==> run_1/m4.png <==
Scale bar: 100 um. Supply wires on this layer in gray.
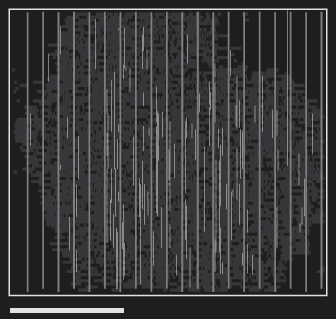
==> run_1/m2.png <==
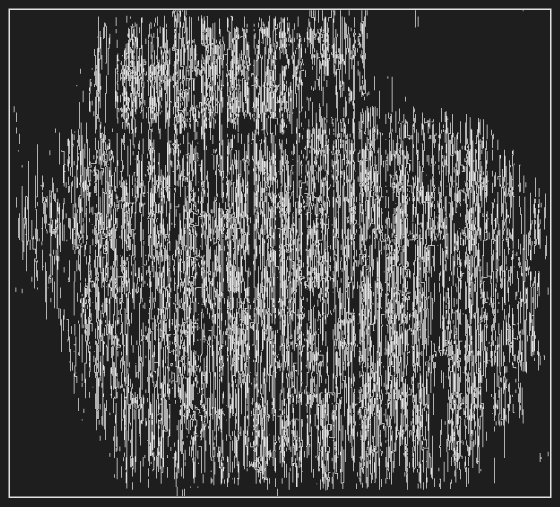
==> run_1/clock_nets.png <==
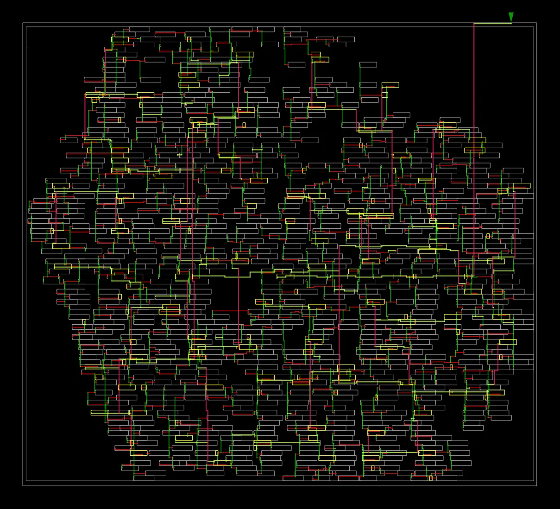
==> run_1/m1.png <==
Supply wires on this layer in gray.
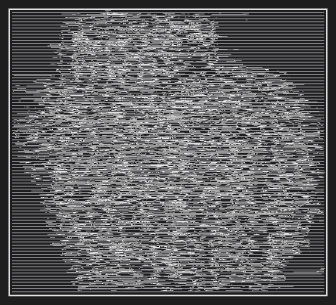
<file path="src/rtl/path_pkg.sv">
// rtl/path_pkg.sv - shared directions, turn codes, error codes and FSM states for path_turn_sequencer
// Used by the top in both builds, with or without PATH_RETURN_TRIP_EN.
package path_pkg;

  localparam logic [1:0] DIR_N = 2'd0;
  localparam logic [1:0] DIR_E = 2'd1;
  localparam logic [1:0] DIR_S = 2'd2;
  localparam logic [1:0] DIR_W = 2'd3;

  localparam logic [1:0] TURN_STRAIGHT = 2'd0;
  localparam logic [1:0] TURN_RIGHT    = 2'd1;
  localparam logic [1:0] TURN_UTURN    = 2'd2;
  localparam logic [1:0] TURN_LEFT     = 2'd3;

  localparam logic [1:0] ERR_NONE     = 2'd0;
  localparam logic [1:0] ERR_NOT_ADJ  = 2'd1;
  localparam logic [1:0] ERR_OVERRUN  = 2'd2;
  localparam logic [1:0] ERR_OVERFLOW = 2'd3;

  typedef enum logic [2:0] {
    ST_IDLE,
    ST_LOAD,
    ST_WAIT_NODE,
    ST_LOOKUP,
    ST_RESOLVE,
    ST_EMIT,
    ST_DONE,
    ST_ERR
  } state_t;

  // Clockwise direction codes make the relative turn a plain 2-bit difference.
  function automatic logic [1:0] rel_turn(input logic [1:0] ndir, input logic [1:0] heading);
    return ndir - heading;
  endfunction

endpackage

</file>
<file path="src/rtl/path_turn_sequencer_adj_table.sv">
// rtl/path_turn_sequencer_adj_table.sv - node adjacency map, one write port, registered 4-wide row read
// Only the valid bits are reset; neighbour IDs are don't-care until written.
module adj_table #(
  parameter int NODE_W    = 5,
  parameter int NUM_NODES = 30
) (
  input  logic                   clk,
  input  logic                   rst_n,
  input  logic                   wr_en,
  input  logic [NODE_W-1:0]      wr_node,
  input  logic [1:0]             wr_dir,
  input  logic                   wr_vld,
  input  logic [NODE_W-1:0]      wr_data,
  input  logic [NODE_W-1:0]      rd_node,
  output logic [3:0]             rd_vld,
  output logic [3:0][NODE_W-1:0] rd_data
);

  logic [3:0]             vld_mem  [NUM_NODES];
  logic [3:0][NODE_W-1:0] node_mem [NUM_NODES];
  logic                   wr_ok;
  logic                   rd_ok;

  assign wr_ok = wr_en && (int'(wr_node) < NUM_NODES);
  assign rd_ok = int'(rd_node) < NUM_NODES;

  always_ff @(posedge clk or negedge rst_n) begin
    if (!rst_n) begin
      for (int i = 0; i < NUM_NODES; i++) vld_mem[i] <= '0;
    end else if (wr_ok) begin
      vld_mem[wr_node][wr_dir] <= wr_vld;
    end
  end

  always_ff @(posedge clk) begin
    if (wr_ok) node_mem[wr_node][wr_dir] <= wr_data;
  end

  // Out-of-range rows read back as "no edges" so the lookup fails cleanly.
  always_ff @(posedge clk or negedge rst_n) begin
    if (!rst_n) begin
      rd_vld  <= '0;
      rd_data <= '0;
    end else if (rd_ok) begin
      rd_vld  <= vld_mem[rd_node];
      rd_data <= node_mem[rd_node];
    end else begin
      rd_vld  <= '0;
    end
  end

endmodule

</file>
<file path="src/rtl/path_turn_sequencer.sv">
// rtl/path_turn_sequencer.sv - path-to-turn sequencer: path/map load, per-node turn emission
// Optional PATH_RETURN_TRIP_EN walks the stored path back to its first node before DONE.
module path_turn_sequencer
  import path_pkg::*;
#(
  parameter int NODE_W    = 5,
  parameter int NUM_NODES = 30,
  parameter int MAX_PATH  = 16,
  parameter int INIT_DIR  = 0
) (
  input  logic              clk_50M,
  input  logic              rst_n,
  input  logic              adj_wr_en,
  input  logic [NODE_W-1:0] adj_wr_node,
  input  logic [1:0]        adj_wr_dir,
  input  logic              adj_wr_vld,
  input  logic [NODE_W-1:0] adj_wr_data,
  input  logic              path_wr_valid,
  output logic              path_wr_ready,
  input  logic [NODE_W-1:0] path_wr_node,
  input  logic              path_wr_last,
  input  logic              abort,
  input  logic              node_changed,
  output logic              turn_valid,
  input  logic              turn_ready,
  output logic [1:0]        turn_flag,
  output logic [NODE_W-1:0] realtime_pos,
  output logic              busy,
  output logic              path_done,
  output logic [1:0]        err_code
);

  localparam int CW = $clog2(MAX_PATH + 1);
  localparam int JW = (MAX_PATH > 1) ? $clog2(MAX_PATH) : 1;

  state_t                 state, state_n;
  logic [CW-1:0]          count, count_base, count_inc;
  logic [JW-1:0]          j, j_next, j_prev;
  logic [NODE_W-1:0]      path [MAX_PATH];
  logic [NODE_W-1:0]      cur, nxt;
  logic [1:0]             heading, ndir, ndir_c;
  logic                   rev, turnback, at_end, beat, hit;
  logic [3:0]             row_vld;
  logic [3:0][NODE_W-1:0] row_data;

  adj_table #(.NODE_W(NODE_W), .NUM_NODES(NUM_NODES)) u_adj (
    .clk     (clk_50M),
    .rst_n   (rst_n),
    .wr_en   (adj_wr_en),
    .wr_node (adj_wr_node),
    .wr_dir  (adj_wr_dir),
    .wr_vld  (adj_wr_vld),
    .wr_data (adj_wr_data),
    .rd_node (cur),
    .rd_vld  (row_vld),
    .rd_data (row_data)
  );

  assign turn_valid = (state == ST_EMIT);
  assign busy       = (state != ST_IDLE);
  assign path_done  = (state == ST_DONE);

  assign beat       = path_wr_valid && path_wr_ready;
  assign count_base = (state == ST_IDLE) ? '0 : count;
  assign count_inc  = count_base + CW'(1);
  assign j_next     = j + JW'(1);
  assign j_prev     = j - JW'(1);
  assign at_end     = rev ? (j == '0) : ((CW'(j) + CW'(1)) == count);

`ifdef PATH_RETURN_TRIP_EN
  assign turnback = !rev && at_end && (j != '0);
`else
  assign turnback = 1'b0;
`endif

  always_ff @(posedge clk_50M or negedge rst_n) begin
    if (!rst_n) state <= ST_IDLE;
    else        state <= state_n;
  end

  always_comb begin
    state_n = state;
    case (state)
      ST_IDLE, ST_LOAD: begin
        if (beat) begin
          if (path_wr_last)                  state_n = ST_WAIT_NODE;
          else if (count_inc == CW'(MAX_PATH)) state_n = ST_ERR;
          else                               state_n = ST_LOAD;
        end
      end
      ST_WAIT_NODE: if (node_changed) state_n = (at_end && !turnback) ? ST_DONE : ST_LOOKUP;
      ST_LOOKUP:    state_n = ST_RESOLVE;
      ST_RESOLVE:   state_n = hit ? ST_EMIT : ST_ERR;
      ST_EMIT:      if (turn_ready) state_n = ST_WAIT_NODE;
      default:      ;
    endcase
    if (abort) state_n = ST_IDLE;
  end

  // Lowest direction index wins when several entries name the same neighbour.
  always_comb begin
    hit    = 1'b0;
    ndir_c = DIR_N;
    for (int d = 3; d >= 0; d--) begin
      if (row_vld[d] && (row_data[d] == nxt)) begin
        hit    = 1'b1;
        ndir_c = 2'(d);
      end
    end
  end

  always_ff @(posedge clk_50M) begin
    if (beat && !abort) path[count_base[JW-1:0]] <= path_wr_node;
  end

  always_ff @(posedge clk_50M or negedge rst_n) begin
    if (!rst_n) begin
      count         <= '0;
      j             <= '0;
      cur           <= '0;
      nxt           <= '0;
      heading       <= 2'(INIT_DIR);
      ndir          <= DIR_N;
      rev           <= 1'b0;
      turn_flag     <= TURN_STRAIGHT;
      realtime_pos  <= '0;
      err_code      <= ERR_NONE;
      path_wr_ready <= 1'b0;
    end else begin
      path_wr_ready <= (state_n == ST_IDLE) || (state_n == ST_LOAD);
      if (!abort) begin
        case (state)
          ST_IDLE, ST_LOAD: begin
            if (beat) begin
              count <= count_inc;
              if (state == ST_IDLE) err_code <= ERR_NONE;
              if (path_wr_last) begin
                j       <= '0;
                rev     <= 1'b0;
                heading <= 2'(INIT_DIR);
              end else if (count_inc == CW'(MAX_PATH)) begin
                err_code <= ERR_OVERFLOW;
              end
            end
          end
          ST_WAIT_NODE: begin
            if (node_changed) begin
              realtime_pos <= path[j];
              cur          <= path[j];
              nxt          <= (rev || turnback) ? path[j_prev] : path[j_next];
              if (turnback) rev <= 1'b1;
            end
          end
          ST_LOOKUP: if (node_changed) err_code <= ERR_OVERRUN;
          ST_RESOLVE: begin
            if (node_changed) err_code <= ERR_OVERRUN;
            if (hit) begin
              turn_flag <= rel_turn(ndir_c, heading);
              ndir      <= ndir_c;
            end else begin
              err_code  <= ERR_NOT_ADJ;
            end
          end
          ST_EMIT: begin
            if (node_changed) err_code <= ERR_OVERRUN;
            if (turn_ready) begin
              heading <= ndir;
              j       <= rev ? j_prev : j_next;
            end
          end
          default: ;
        endcase
      end
    end
  end

endmodule

</file>
<file path="config.mk">
export PLATFORM = sky130hd
export DESIGN_NAME = path_turn_sequencer
export DESIGN_NICKNAME = d
export VERILOG_FILES = /design/src/rtl/path_pkg.sv /design/src/rtl/path_turn_sequencer_adj_table.sv /design/src/rtl/path_turn_sequencer.sv
export SDC_FILE = /design/constraint.sdc
export NUM_CORES = 1
export LEC_CHECK = 0
export ABC_AREA = 1
export CORE_ASPECT_RATIO = 0.9
export CORE_MARGIN = 1.5
export CORE_UTILIZATION = 55
export DETAILED_ROUTE_END_ITERATION = 10
export PLACE_DENSITY = 0.78
export SLEW_MARGIN = 10
export SYNTH_ARGS = -nofsm -noshare
export SYNTH_HDL_FRONTEND = slang
export SYNTH_SLANG_ARGS = --single-unit
</file>
<file path="constraint.sdc">
create_clock -name clk_50M -period 2.4 [get_ports clk_50M]
set_clock_uncertainty 0.05 [all_clocks]
set_input_delay 0.24 -clock clk_50M [delete_from_list [all_inputs] [get_ports clk_50M]]
set_output_delay 0.24 -clock clk_50M [all_outputs]
set_load 0.05 [all_outputs]
</file>
==> flow_metrics.tcl, run 1 <==
# collected from the flow reports
set metrics [dict create \
    detail_route.vias_per_cell 6.061 \
    fin_tns_setup_ps 0 \
    netSwitchingFraction_pct 36.76 \
    inv_count 233 \
    drt-wirelength-per-cell_um 22.41 \
    cts_sinks 855 \
    drive_gt1_share_pct 11.68 \
    cts.clk_slew.worst_paths_ps 60 \
    p_comb_share_pct 34.1 \
    switchingPower_w 0.01690 \
    grt_pass1_vias 26360 \
    regArea_um2 24810 \
    fmax_mhz 426.4 \
    die_w_um 277.2 \
    clock_latency_ps 640 \
    final-nonclk-buf-share_pct 5.854 \
    antenna_found_initial 0 \
    area_leaders "edfxtp_1, dfrtp_1, nor2_1" \
    crit_type "flip-flop to output pin" \
    synth-main-ff-cell "edfxtp_1" \
    dominant_cells "registers" \
    leakagePower_nw 15.73 \
    mi_logic_area_um2 10530 \
    p_seq_w 0.0174 \
    lay_top_count "nor2_1" \
    port_buffers 38 \
    async_flop_share_pct 20.47 \
    postSynthSeqShare_pct 66.65 \
    place.gp.congestion 0.9375 \
    root_buffer "clkbuf_16" \
    max_stage_delay_ps 570 \
    clkCellAreaFrac_pct 6.310 \
    run_status "complete, no violations" \
    tap_cells 874 \
    fin_hold_ws_ps 62.82 \
    hold_class "input pin to flip-flop" \
    ff2ff_setup_slack_ps 70 \
    sh_seq_area_pct 58.36 \
    ir_drop_mv 0.6663 \
    required_ps 2110 \
    yosys.cell_count.top_type "nor2_1" \
]
Back to the opening pictures, m4.png:
74 nets have wire on it. The layer holds 3.4% of the routed length. The longest straight run is 136 um.

Back to the opening pictures, m2.png:
The wires run mostly vertical. 2942 nets have wire on it.
WL final: 102100 um
DR vias: 27610
M2 GR Usage: 44.55%

Back to the opening pictures, clock_nets.png:
Clk power: 0.0129 W
clock buffer count: 129
sequential cell count: 855

Back to the opening pictures, m1.png:
The layer carries 40.3 mm of wire. The longest straight run is 117 um. The wires run mostly horizontal. The layer holds 39% of the routed length.

## run 1: flip-flops by register name, summed over array words and instances (netlist names)
| signal | flops |
|---|---|
| err_code | 2 |
| count | 5 |
| u_adj.rd_data | 20 |
| u_adj.rd_vld | 4 |
| u_adj.vld_mem | 120 |
| j | 4 |
| cur | 5 |
| ndir | 2 |
| u_adj.node_mem | 600 |
| path | 80 |
| turn_flag | 2 |
| heading | 2 |
| state | 3 |
| nxt | 5 |
| path_wr_ready | 1 |
## run 1: worst register-to-register path, delay by kind of cell (launching register included)
family,cells,cell delay [ps]
buf+inv,2,780
flops,1,570
simple gates,5,520
compound gates,3,350
## run 1: per-stage QoR
stage | cells | setup WS (ps) | area [um2] | util (%)
6_report | 4556 | 54.81 | 42510 | 63.45
5_1_grt | 4556 | -34.64 | 42510 | 63.45
4_1_cts | 4556 | 78.32 | 42500 | 63.43
3_5_place_dp | 4397 | -122.1 | 39790 | 59.39
3_3_place_gp | 4397 | -104.8 | 39790 | 59.39
2_1_floorplan | 3494 | 212.6 | 37210 | -
## run 1: metal layers
metal | global-route usage [%] | wire length, um | vias up
met1 | 41.76 | 40300 | 13270
met3 | 7.115 | 12550 | 236
met4 | 10.66 | 3513 | 0
li1 | - | - | 12370
met2 | 44.55 | 45760 | 1740
met5 | 0 | 0 | -
## run 1: logic make-up after synthesis
logic type | synth area share (%)
buffers and inverters | 5.054
adder cells (fa/ha/maj) | 0.2018
flip-flops | 66.65
XOR/XNOR | 0.04709
AND-OR/OR-AND | 12.78
AND/OR/NAND/NOR | 15.27
## run 1: what timing repair did
| action | in CTS | in global routing |
|---|---|---|
| setup endpoints to repair | 4 | 20 |
| endpoints found under the hold margin | 109 | 0 |
| setup buffers | 0 | 0 |
| hold buffers | 3 | 0 |
| resized | 8 | 5 |
==> run_1/m3.png <==
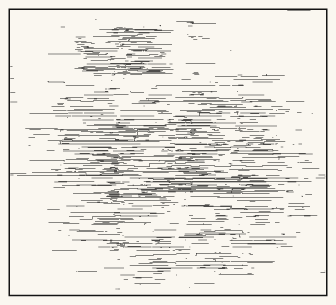

## Run 2: what changed since run 1
==> constraint.sdc (replaced) <==
create_clock -name clk_50M -period 2.65 [get_ports clk_50M]
set_clock_uncertainty 0.05 [all_clocks]
set_input_delay 0.265 -clock clk_50M [delete_from_list [all_inputs] [get_ports clk_50M]]
set_output_delay 0.265 -clock clk_50M [all_outputs]
set_load 0.05 [all_outputs]
==> run_2/m3.png <==
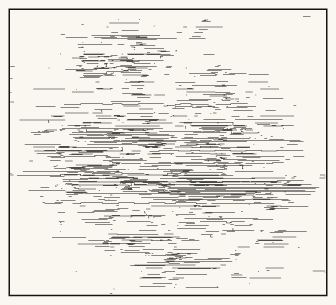
The layer holds 12% of the routed length. The longest straight run is 149 um. The wires run mostly horizontal. 452 nets have wire on it. The layer carries 12100 um of wire.

==> run_2/m2.png <==
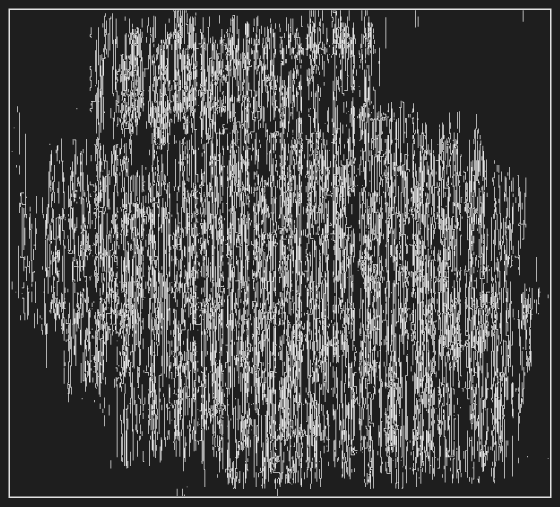
WL final: 99640 um
DR vias: 27330
M2 GR Usage: 43.61%

==> flow_metrics.tcl, run 2 <==
# collected from the flow reports
set metrics [dict create \
    yosysTopAreaCellShare_pct 54.88 \
    hold_class "input pin to flip-flop" \
    fin_hold_ws_ps 37.33 \
    port_buffers 38 \
    drive_gt1_share_pct 10.29 \
    finalClockPeriodUsage_pct 95.35 \
    logic_family "simple AND/OR/NAND/NOR gates" \
    final_core_util_pct 62.72 \
    aoi_share_pct 12.78 \
    place_ws_ps -66.26 \
    antenna_found_initial 7 \
    leakagePower_nw 15.44 \
    layout.cells.non_filler 4509 \
    largest_reg_flops 600 \
    fmax_mhz 395.8 \
    postSynthSeqShare_pct 66.65 \
    ys_sh_mux_pct 0 \
    final_cell_area_um2 42020 \
    ir_drop_mv 0.9141 \
    detail_route.vias_per_cell 6.060 \
    clock_latency_ps 640 \
    place.gp.congestion 0.9233 \
    dp_cells 4347 \
    final_cell_mix "nor2_1, edfxtp_1, o21ai_0" \
    async_flop_share_pct 20.47 \
    mi_logic_area_um2 10530 \
    critPathTopFamily "buffers and inverters" \
    hold_violations 0 \
    ff2ff_setup_slack_ps 200 \
    ys_sh_adder_pct 0.2018 \
    tightestPinTransition_ps 952.4 \
    area_leaders "edfxtp_1, dfrtp_1, nor2_1" \
    cts_sinks 855 \
    max_stage_delay_ps 740 \
    drt-wirelength-per-cell_um 22.10 \
    crit_type "flip-flop to output pin" \
    root_buffer "clkbuf_16" \
    synth-simple-area-share_pct 15.27 \
    ys_sh_xor_pct 0.04708 \
    fin_tns_setup_ps 0 \
    lay_top_count "nor2_1" \
    critPathArrivalTime_ps 2210 \
    regMostFlops "u_adj.node_mem" \
    placed_area_um2 39230 \
    synth-main-ff-cell "edfxtp_1" \
    cts_buffers 86 \
    grt_pass1_vias 25970 \
    yosys.cell_count.top_type "nor2_1" \
    htreeDepth 3 \
    cts_setup_buffers 0 \
    regArea_um2 24810 \
    chipArea_um2 69220 \
    slew_headroom_pct 35.83 \
    die_w_um 277.2 \
    required_ps 2340 \
    run_status "complete, no violations" \
    setup_slack_ps 123.2 \
]
==> run_2/m4.png <==
Scale bar: 100 um. Supply wires on this layer in gray.
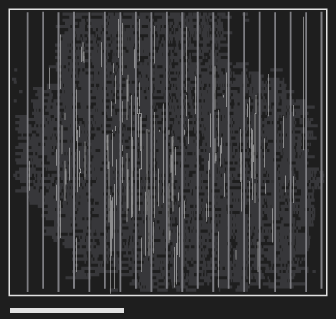

==> run 2: cell counts after synthesis <==
Identical to the previous run, type by type.
==> run 2: repair_timing <==
action,4_1_cts,5_1_grt
gates resized,2,0
endpoints found under the hold margin,75,0
hold buffers,2,0
endpoints found under the setup margin,2,0
==> run 2: worst register-to-register path, stage by stage (launching register included) <==
cell     delay (ps)
dfrtp_4         590
inv_8           380
buf_4           290
nor2_1           50
o21ai_0         420
o21ai_0         120
o21ai_0         270
a21oi_1          90
nor2_1          100
==> run 2: report_power, final <==
group / leakage, nW / internal (W) / switching [W]
Clock: 1.35 / 0.00701 / 0.00505
Combinational: 5.77 / 0.00410 / 0.00948
Sequential: 8.33 / 0.0152 / 0.000601
==> run 2: routing by layer <==
layer / track usage, % / vias to the layer above / share of wire [%]
li1: - / 12280 / -
met1: 40.44 / 13130 / 39
met2: 43.61 / 1639 / 45
met3: 7.639 / 265 / 12
met4: 10.33 / 12 / 3.8
met5: 0 / - / 0.12
==> run 2: final cells by class <==
cell class | count | area share (%)
diodes | 1 | 0.005955
clock inverters | 28 | 0.8248
flip-flops and latches | 855 | 59.04
well taps | 874 | 2.602
repair buffers | 183 | 4.570
inverters | 233 | 2.132
clock buffers | 131 | 5.764
multi-input cells | 2204 | 25.06
==> run 2: worst min path at each step <==
stage / from / to / slack, ps / depth (start not counted)
6_report: adj_wr_data[1] / u_adj.node_mem[4][6] / 40 / 1
3_3_place_gp: rst_n / err_code[1] / 260 / 1
4_1_cts: adj_wr_data[3] / u_adj.node_mem[5][8] / 10 / 1
3_5_place_dp: rst_n / err_code[1] / 260 / 1
2_1_floorplan: rst_n / count[0] / -80 / 0
5_1_grt: adj_wr_data[3] / u_adj.node_mem[5][8] / 30 / 1
Power is estimated from default activity; no workload was simulated.
